File: src/rtl/exit_billing.sv
// -----------------------------------------------------------------------------
// exit_billing
//   Exit-side billing for the parking controller. On an exit request for an
//   occupied spot it latches that spot's elapsed time, computes a fee
//   (ceil(time / 2^UNIT_SHIFT) billing units, at least one, times RATE,
//   capped at MAX_FEE), collects payment and then either releases the spot
//   with a one-cycle exit pulse or refunds on cancel.
//
// Ports
//   CLK, RST            clock; synchronous active-low reset
//   exit_req, exit_spot exit request and the spot being vacated (IDLE only)
//   F                   occupancy flags, bit i = spot i occupied
//   spot0..3_time       elapsed ticks per spot, sampled at accept
//   pay_valid/amount    payment increment, accepted only while fee_valid
//   cancel              abort during payment; refunds what was paid
//   fee, fee_valid      computed fee; fee_valid = payment window open
//   paid, change        accumulated payment, overpayment or refund amount
//   exit_pulse          one cycle: release spot and gate
//   release_spot        released spot index, valid with exit_pulse
//   busy                transaction in progress
//   error               one cycle: request for an empty spot
//
// Payment handshake: a payment is consumed on every rising CLK edge where
//   pay_valid=1 and fee_valid=1; there is no back-pressure, so pay_valid
//   is a single-cycle strobe per increment. cancel in the same cycle wins
//   and that cycle's pay_amount is dropped.
// -----------------------------------------------------------------------------
module exit_billing #(
  parameter int FEE_W      = 16,
  parameter int RATE       = 5,
  parameter int UNIT_SHIFT = 4,
  parameter int MAX_FEE    = 1000
) (
  input  logic             CLK,
  input  logic             RST,
  input  logic             exit_req,
  input  logic [1:0]       exit_spot,
  input  logic [3:0]       F,
  input  logic [63:0]      spot0_time,
  input  logic [63:0]      spot1_time,
  input  logic [63:0]      spot2_time,
  input  logic [63:0]      spot3_time,
  input  logic             pay_valid,
  input  logic [FEE_W-1:0] pay_amount,
  input  logic             cancel,
  output logic [FEE_W-1:0] fee,
  output logic             fee_valid,
  output logic [FEE_W-1:0] paid,
  output logic [FEE_W-1:0] change,
  output logic             exit_pulse,
  output logic [1:0]       release_spot,
  output logic             busy,
  output logic             error
);

  typedef enum logic [2:0] {
    S_IDLE     = 3'd0,
    S_CALC     = 3'd1,
    S_WAIT_PAY = 3'd2,
    S_RELEASE  = 3'd3,
    S_REFUND   = 3'd4
  } state_t;

  // Rounding term for the ceiling division, held in 65 bits so that an
  // all-ones time does not wrap when the round-up is added.
  localparam logic [64:0]      LP_ROUND   = (65'd1 << UNIT_SHIFT) - 65'd1;
  localparam logic [96:0]      LP_RATE_W  = 97'(RATE);
  localparam logic [96:0]      LP_MAX_W   = 97'(MAX_FEE);
  localparam logic [FEE_W-1:0] LP_MAX_FEE = FEE_W'(MAX_FEE);

  state_t           r_state;
  logic [1:0]       r_spot;
  logic [63:0]      r_time;
  logic [FEE_W-1:0] r_fee;
  logic             r_fee_valid;
  logic [FEE_W-1:0] r_paid;
  logic [FEE_W-1:0] r_change;
  logic             r_exit_pulse;
  logic [1:0]       r_release_spot;
  logic             r_error;

  logic [63:0]      w_sel_time;
  logic [64:0]      w_sum;
  logic [64:0]      w_units;
  logic [64:0]      w_units_min;
  logic [96:0]      w_raw;
  logic [FEE_W-1:0] w_fee_calc;
  logic [FEE_W:0]   w_pay_sum;
  logic [FEE_W-1:0] w_paid_sat;
  logic [FEE_W-1:0] w_paid_next;

  always_comb begin
    w_sel_time = spot0_time;
    case (exit_spot)
      2'd0:    w_sel_time = spot0_time;
      2'd1:    w_sel_time = spot1_time;
      2'd2:    w_sel_time = spot2_time;
      default: w_sel_time = spot3_time;
    endcase
  end

  // Fee from the latched time. The product is kept wide enough that it can
  // never overflow, so one compare against MAX_FEE covers all saturation.
  assign w_sum       = {1'b0, r_time} + LP_ROUND;
  assign w_units     = w_sum >> UNIT_SHIFT;
  assign w_units_min = (w_units == 65'd0) ? 65'd1 : w_units;
  assign w_raw       = {32'd0, w_units_min} * LP_RATE_W;
  assign w_fee_calc  = (w_raw > LP_MAX_W) ? LP_MAX_FEE : w_raw[FEE_W-1:0];

  // Running payment total, saturating at all-ones.
  assign w_pay_sum   = {1'b0, r_paid} + {1'b0, pay_amount};
  assign w_paid_sat  = w_pay_sum[FEE_W] ? {FEE_W{1'b1}} : w_pay_sum[FEE_W-1:0];
  assign w_paid_next = pay_valid ? w_paid_sat : r_paid;

  always_ff @(posedge CLK) begin
    if (!RST) begin
      r_state        <= S_IDLE;
      r_spot         <= 2'd0;
      r_time         <= 64'd0;
      r_fee          <= '0;
      r_fee_valid    <= 1'b0;
      r_paid         <= '0;
      r_change       <= '0;
      r_exit_pulse   <= 1'b0;
      r_release_spot <= 2'd0;
      r_error        <= 1'b0;
    end else begin
      r_error      <= 1'b0;
      r_exit_pulse <= 1'b0;
      case (r_state)
        S_IDLE: begin
          if (exit_req) begin
            if (F[exit_spot]) begin
              r_spot   <= exit_spot;
              r_time   <= w_sel_time;
              r_paid   <= '0;
              r_change <= '0;
              r_state  <= S_CALC;
            end else begin
              r_error <= 1'b1;
            end
          end
        end
        S_CALC: begin
          r_fee       <= w_fee_calc;
          r_fee_valid <= 1'b1;
          r_state     <= S_WAIT_PAY;
        end
        S_WAIT_PAY: begin
          if (cancel) begin
            r_change    <= r_paid;
            r_fee_valid <= 1'b0;
            r_state     <= S_REFUND;
          end else begin
            r_paid <= w_paid_next;
            // Compare against the updated total; a zero fee releases here
            // even without any payment.
            if (w_paid_next >= r_fee) begin
              r_change       <= w_paid_next - r_fee;
              r_fee_valid    <= 1'b0;
              r_exit_pulse   <= 1'b1;
              r_release_spot <= r_spot;
              r_state        <= S_RELEASE;
            end
          end
        end
        S_RELEASE: r_state <= S_IDLE;
        S_REFUND:  r_state <= S_IDLE;
        default:   r_state <= S_IDLE;
      endcase
    end
  end

  assign fee          = r_fee;
  assign fee_valid    = r_fee_valid;
  assign paid         = r_paid;
  assign change       = r_change;
  assign exit_pulse   = r_exit_pulse;
  assign release_spot = r_release_spot;
  assign busy         = (r_state != S_IDLE);
  assign error        = r_error;

endmodule

File: config.mk
export PLATFORM = sky130hd
export DESIGN_NAME = exit_billing
export DESIGN_NICKNAME = d
export VERILOG_FILES = /design/src/rtl/exit_billing.sv
export SDC_FILE = /design/constraint.sdc
export NUM_CORES = 1
export LEC_CHECK = 0
export CORE_UTILIZATION = 30
export DETAILED_ROUTE_END_ITERATION = 8
export PLACE_DENSITY = 0.56
export SETUP_SLACK_MARGIN = 0.4
export SYNTH_ARGS = -nofsm -noshare
export SYNTH_HDL_FRONTEND = slang
export SYNTH_SLANG_ARGS = --single-unit
File: constraint.sdc
create_clock -name CLK -period 6.72 [get_ports CLK]
set_clock_uncertainty 0.1 [all_clocks]
set_input_delay 1.344 -clock CLK [delete_from_list [all_inputs] [get_ports CLK]]
set_output_delay 1.344 -clock CLK [all_outputs]
set_load 0.1 [all_outputs]
Figure 1. Signal wires on met1.
Cells faint in the background.
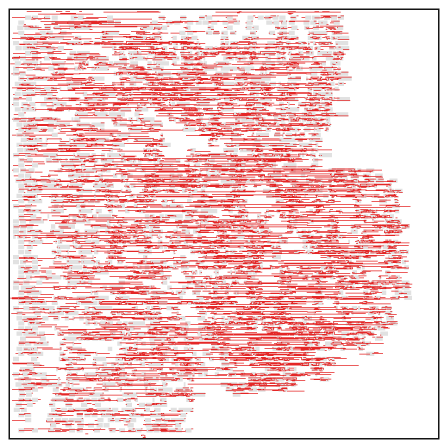
longest straight run: 72.7 um
share of all routed wire: 45%
main direction: horizontal
met1 capacity usage during global routing: 30.5%
DR vias: 17,500
total wire length after detailed routing: 62.7 mm

Figure 2. The metal 2 layer.
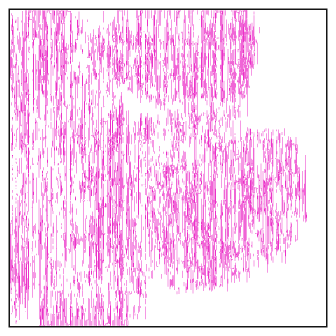
longest straight run: 120 um
main direction: vertical
wire length on this layer: 30.1 mm

Figure 3. M3 wires.
Cells faint in the background.
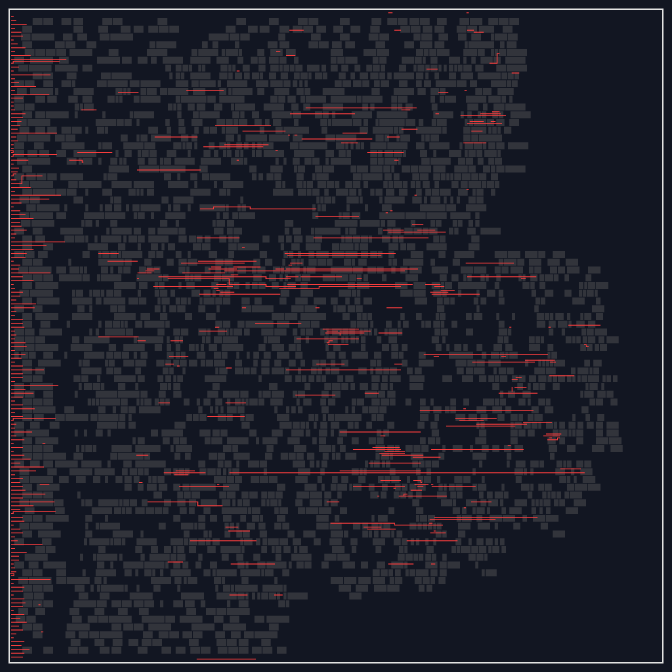
share of all routed wire: 5.0%
longest straight run: 124 um
wire length on this layer: 3,120 um

Figure 4. Met4 routing.
Scale bar: 50 um. Cells faint in the background.
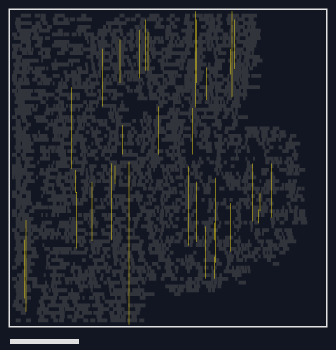
longest straight run: 118 um
nets with wire on the layer: 28

==> impl_report.txt <==
IMPLEMENTATION SUMMARY REPORT
----------------------------------------------------
[Clock network]
  CTS buffer count ........................ 17
  Post-CTS Setup Inserts ........................ 27
  Hold_buf cts ........................ 0
  Cell resize tally after clock tree synthesis ........................ 67
  Maximum count of clock buffers along a single path ........................ 2
  CTS clock-pin slew for the worst setup and hold paths ........................ 0.06 ns
  TritonCTS clock tree ........................ yes
  Number of sinks driven by the clock tree ........................ 122

[Job]
  Number of logged tool warnings ........................ 29
  Max-cap violations ........................ 0

[Placed design]
  Final weighted congestion in routability-driven placement ........................ 0.950
  Detail Placement HPWL ........................ 52.2 mm
  Worst setup slack after placement ........................ -0.741 ns
  DP Cell Count ........................ roughly 3,100
  Post-DP Area ........................ 21,300 um^2
  Count of input and output buffers ........................ 336

[Yosys]
  Synthesized Nets ........................ 2,403
  Complex-gate fraction of the synthesized area ........................ 23.2%
  Synth flops ........................ 122
  YS warnings ........................ 0
  Share of synthesized cell area in full adder, half adder and majority cells ........................ 11.9%
  Top cells, area ........................ dfxtp_1 16%, ha_1 12%, mux4_2 9.5%
  Cell count after synthesis ........................ 1,975
  Xor and xnor fraction of the mapped netlist area ........................ between 5 and 6%
  Post-synth area from yosys stat ........................ around 15,000 um^2
  Number of enable flip-flop cells ........................ 0
  Simple-gate portion of the synthesized area ........................ a little over a quarter
  Dominant synthesized flop cell ........................ dfxtp_1
  Post-synthesis sequential area ratio ........................ 15.9%
  Synth top area share ........................ 15.9%
  List of most frequent post-synthesis cells ........................ 253 x nand2_1, 142 x ha_1, 127 x nor2_1
  Dominant kind of combinational cell ........................ simple AND/OR/NAND/NOR gates
  Most repeated cell in the gate-level netlist after synthesis ........................ nand2_1
  Average size of a mapped cell ........................ 7.79 um^2
  Synth unique cells ........................ 95
  Mux share of post-synthesis cell area ........................ 11.4%
  Share of async-settable or async-resettable flops after synthesis ........................ 0%
  Largest area contributor in the netlist ........................ dfxtp_1
  Yosys Instances ........................ 1,975

[Pwr]
  Power in combinational cells ........................ 1370 uW
  Power in the clock group ........................ 931 uW
  Power group with the largest share ........................ combinational cells
  Total power ........................ between 3000 and 4000 uW
  Static Leakage ........................ 0.00935 uW
  Net switching power figure ........................ 1110 uW
  P_int ........................ just under 2000 uW
  Power per cell area ........................ approximately 140 nW/um^2
  Worst supply voltage drop on vdd ........................ 0.141 mV
  Power share of the combinational group ........................ between 40 and 50%
  Part of the power in the clock network ........................ a little under a third
  Power consumed by sequential cells ........................ 793 uW
  Part of the power in registers ........................ 25.6%
  Sw Share ........................ between 30% and 40%

[Final timing]
  Hold slack final ........................ between 0.3 and 0.4 ns
  Worst Slack Setup Final ........................ -0.00788 ns
  Tightest Pin Transition ........................ 1.07 ns
  Min Clock Period, post-route ........................ between 6 and 7 ns
  FMAX ........................ ~150 MHz
  Headroom to the max-slew limit ........................ 28.4%
  Total setup violations reported at the end of the flow ........................ 2
  Setup repair after global routing missed its margin ........................ true
  Total negative setup slack ........................ -0.00961 ns
  Total count of hold-check failures in the final report ........................ 0

[Setup path]
  Arrival time at the worst endpoint ........................ 7.00 ns
  Worst reg2reg setup slack ........................ -0.008 ns
  Buffers and inverters on the worst path ........................ 1
  Critical Path RT ........................ 6.99 ns
  CP dominant cell by count ........................ or4_4
  Setup CP Type ........................ register to register
  R2R cell count ........................ 24
  Chain of cells forming the critical path ........................ nand4_1 -> or4_4 -> or4_4 -> o21a_1 -> nor4_2 -> nand4b_1 -> nor4_4 -> nand4_1 -> o21ai_2 -> ha_2 -> ha_4 -> inv_2 -> fa_2 -> nor2b_4 -> o31ai_4 -> a21o_1 -> o21a_1 -> xnor2_2 -> or4_1 -> or4_1 -> a2111o_1 -> or4_4 -> or2_4 -> o21ai_1
  Slowest library cell on the worst path ........................ or4_4
  Reg-to-Reg End ........................ fee[1]
  Maximum fanout encountered on the critical timing path ........................ 7
  CP endpoint kind ........................ register
  Critical Path Start ........................ r_time[22]
  CP max stage delay ........................ 0.62 ns
  Top delay family on crit path ........................ simple AND/OR/NAND/NOR gates
  Crit start category ........................ register
  Capturing element of the worst setup path ........................ fee[1]

[Status]
  Violated checks ........................ negative setup slack
  Result of the run ........................ complete, but fails checks

[Global route]
  Vias in the first global route ........................ 17,600
  Maximum number of pins on one net before global-route repair ........................ around 69
  Total congestion overflow ........................ 0
  Global-route wire length before repair ........................ ~100 mm
  Gr busiest metal ........................ met2
  Met2 layer usage reported by global route ........................ 40.2%
  Met3 Resource Use GR ........................ 2.58%
  Initial antenna violation count ........................ 0
  Gr usage total ........................ 23.3%

[Final layout]
  Layout clock buffers ........................ 18
  Fraction of the core area covered by cells at the end of the flow ........................ 45.2%
  Dominant kind of cell by area ........................ multi-input combinational cells
  Nonclk inv count ........................ 58
  Design Area, Final ........................ 22,800 um^2
  Layout overhead on the synthesized area ........................ 48.0%
  Most used logic cell in the final layout ........................ clkdlybuf4s50_1
  Commonest cells after routing, fill and taps aside ........................ 330 x clkdlybuf4s50_1, 309 x buf_4, 253 x nand2_1
  Number of nets in the finished design ........................ 2,957
  Diode insertion count for antenna repair ........................ 0
  Number of flip-flops and latches ........................ 122
  Seq area share ........................ 10.8%
  Largest register FFs ........................ 64
  Number of logic gates ........................ approximately 1,700
  Area taken by flip-flops and latches ........................ approximately 2500 um^2
  Share of post-route cells with drive strength above 1 ........................ a little over a fifth
  Fill cells ........................ 5,019
  Largest reg by FF count ........................ r_time
  Area of the multi-input gates ........................ 12,800 um^2
  Area fraction of clock buffers and clock inverters ........................ 2.59%
  Final standard cell count with taps included and fillers excluded ........................ around 3,200
  Signal buffers share of area ........................ 25.7%

[Floorplan]
  Taps Inserted ........................ 672
  FP Rows ........................ between 80 and 90
  Floorplan Core Area ........................ 50,400 um^2
  Overall die area ........................ 52,200 um^2
  Vertical die dimension ........................ 228 um
  Width of the die ........................ 228 um
  Floorplan utilization ........................ 30.5%

[Worst hold path]
  Hold Path Stages ........................ 2
  Startpoint of the most critical hold path ........................ r_spot[0]
  Hold Path Sink ........................ r_spot[0]
  Hold/Removal Path Class ........................ register to register

[Route]
  Average wire length per cell after detail routing ........................ 19.5 um
  Router iterations before antenna repair ........................ 6
  Met1 layer wirelength in the final routing ........................ about 28 mm
  Remaining design rule violation count ........................ 0
  ANT nets after route ........................ 0
  Initial DRC Count ........................ 1,291
  Top sig layer ........................ met4
  Routed met2 length ........................ 30.1 mm
  Vias per cell ........................ roughly 5.4
  Routed wire length on met3 ........................ roughly 3.1 mm

----------------------------------------------------
No activity file was given, so power comes from the tool's default toggle rates.
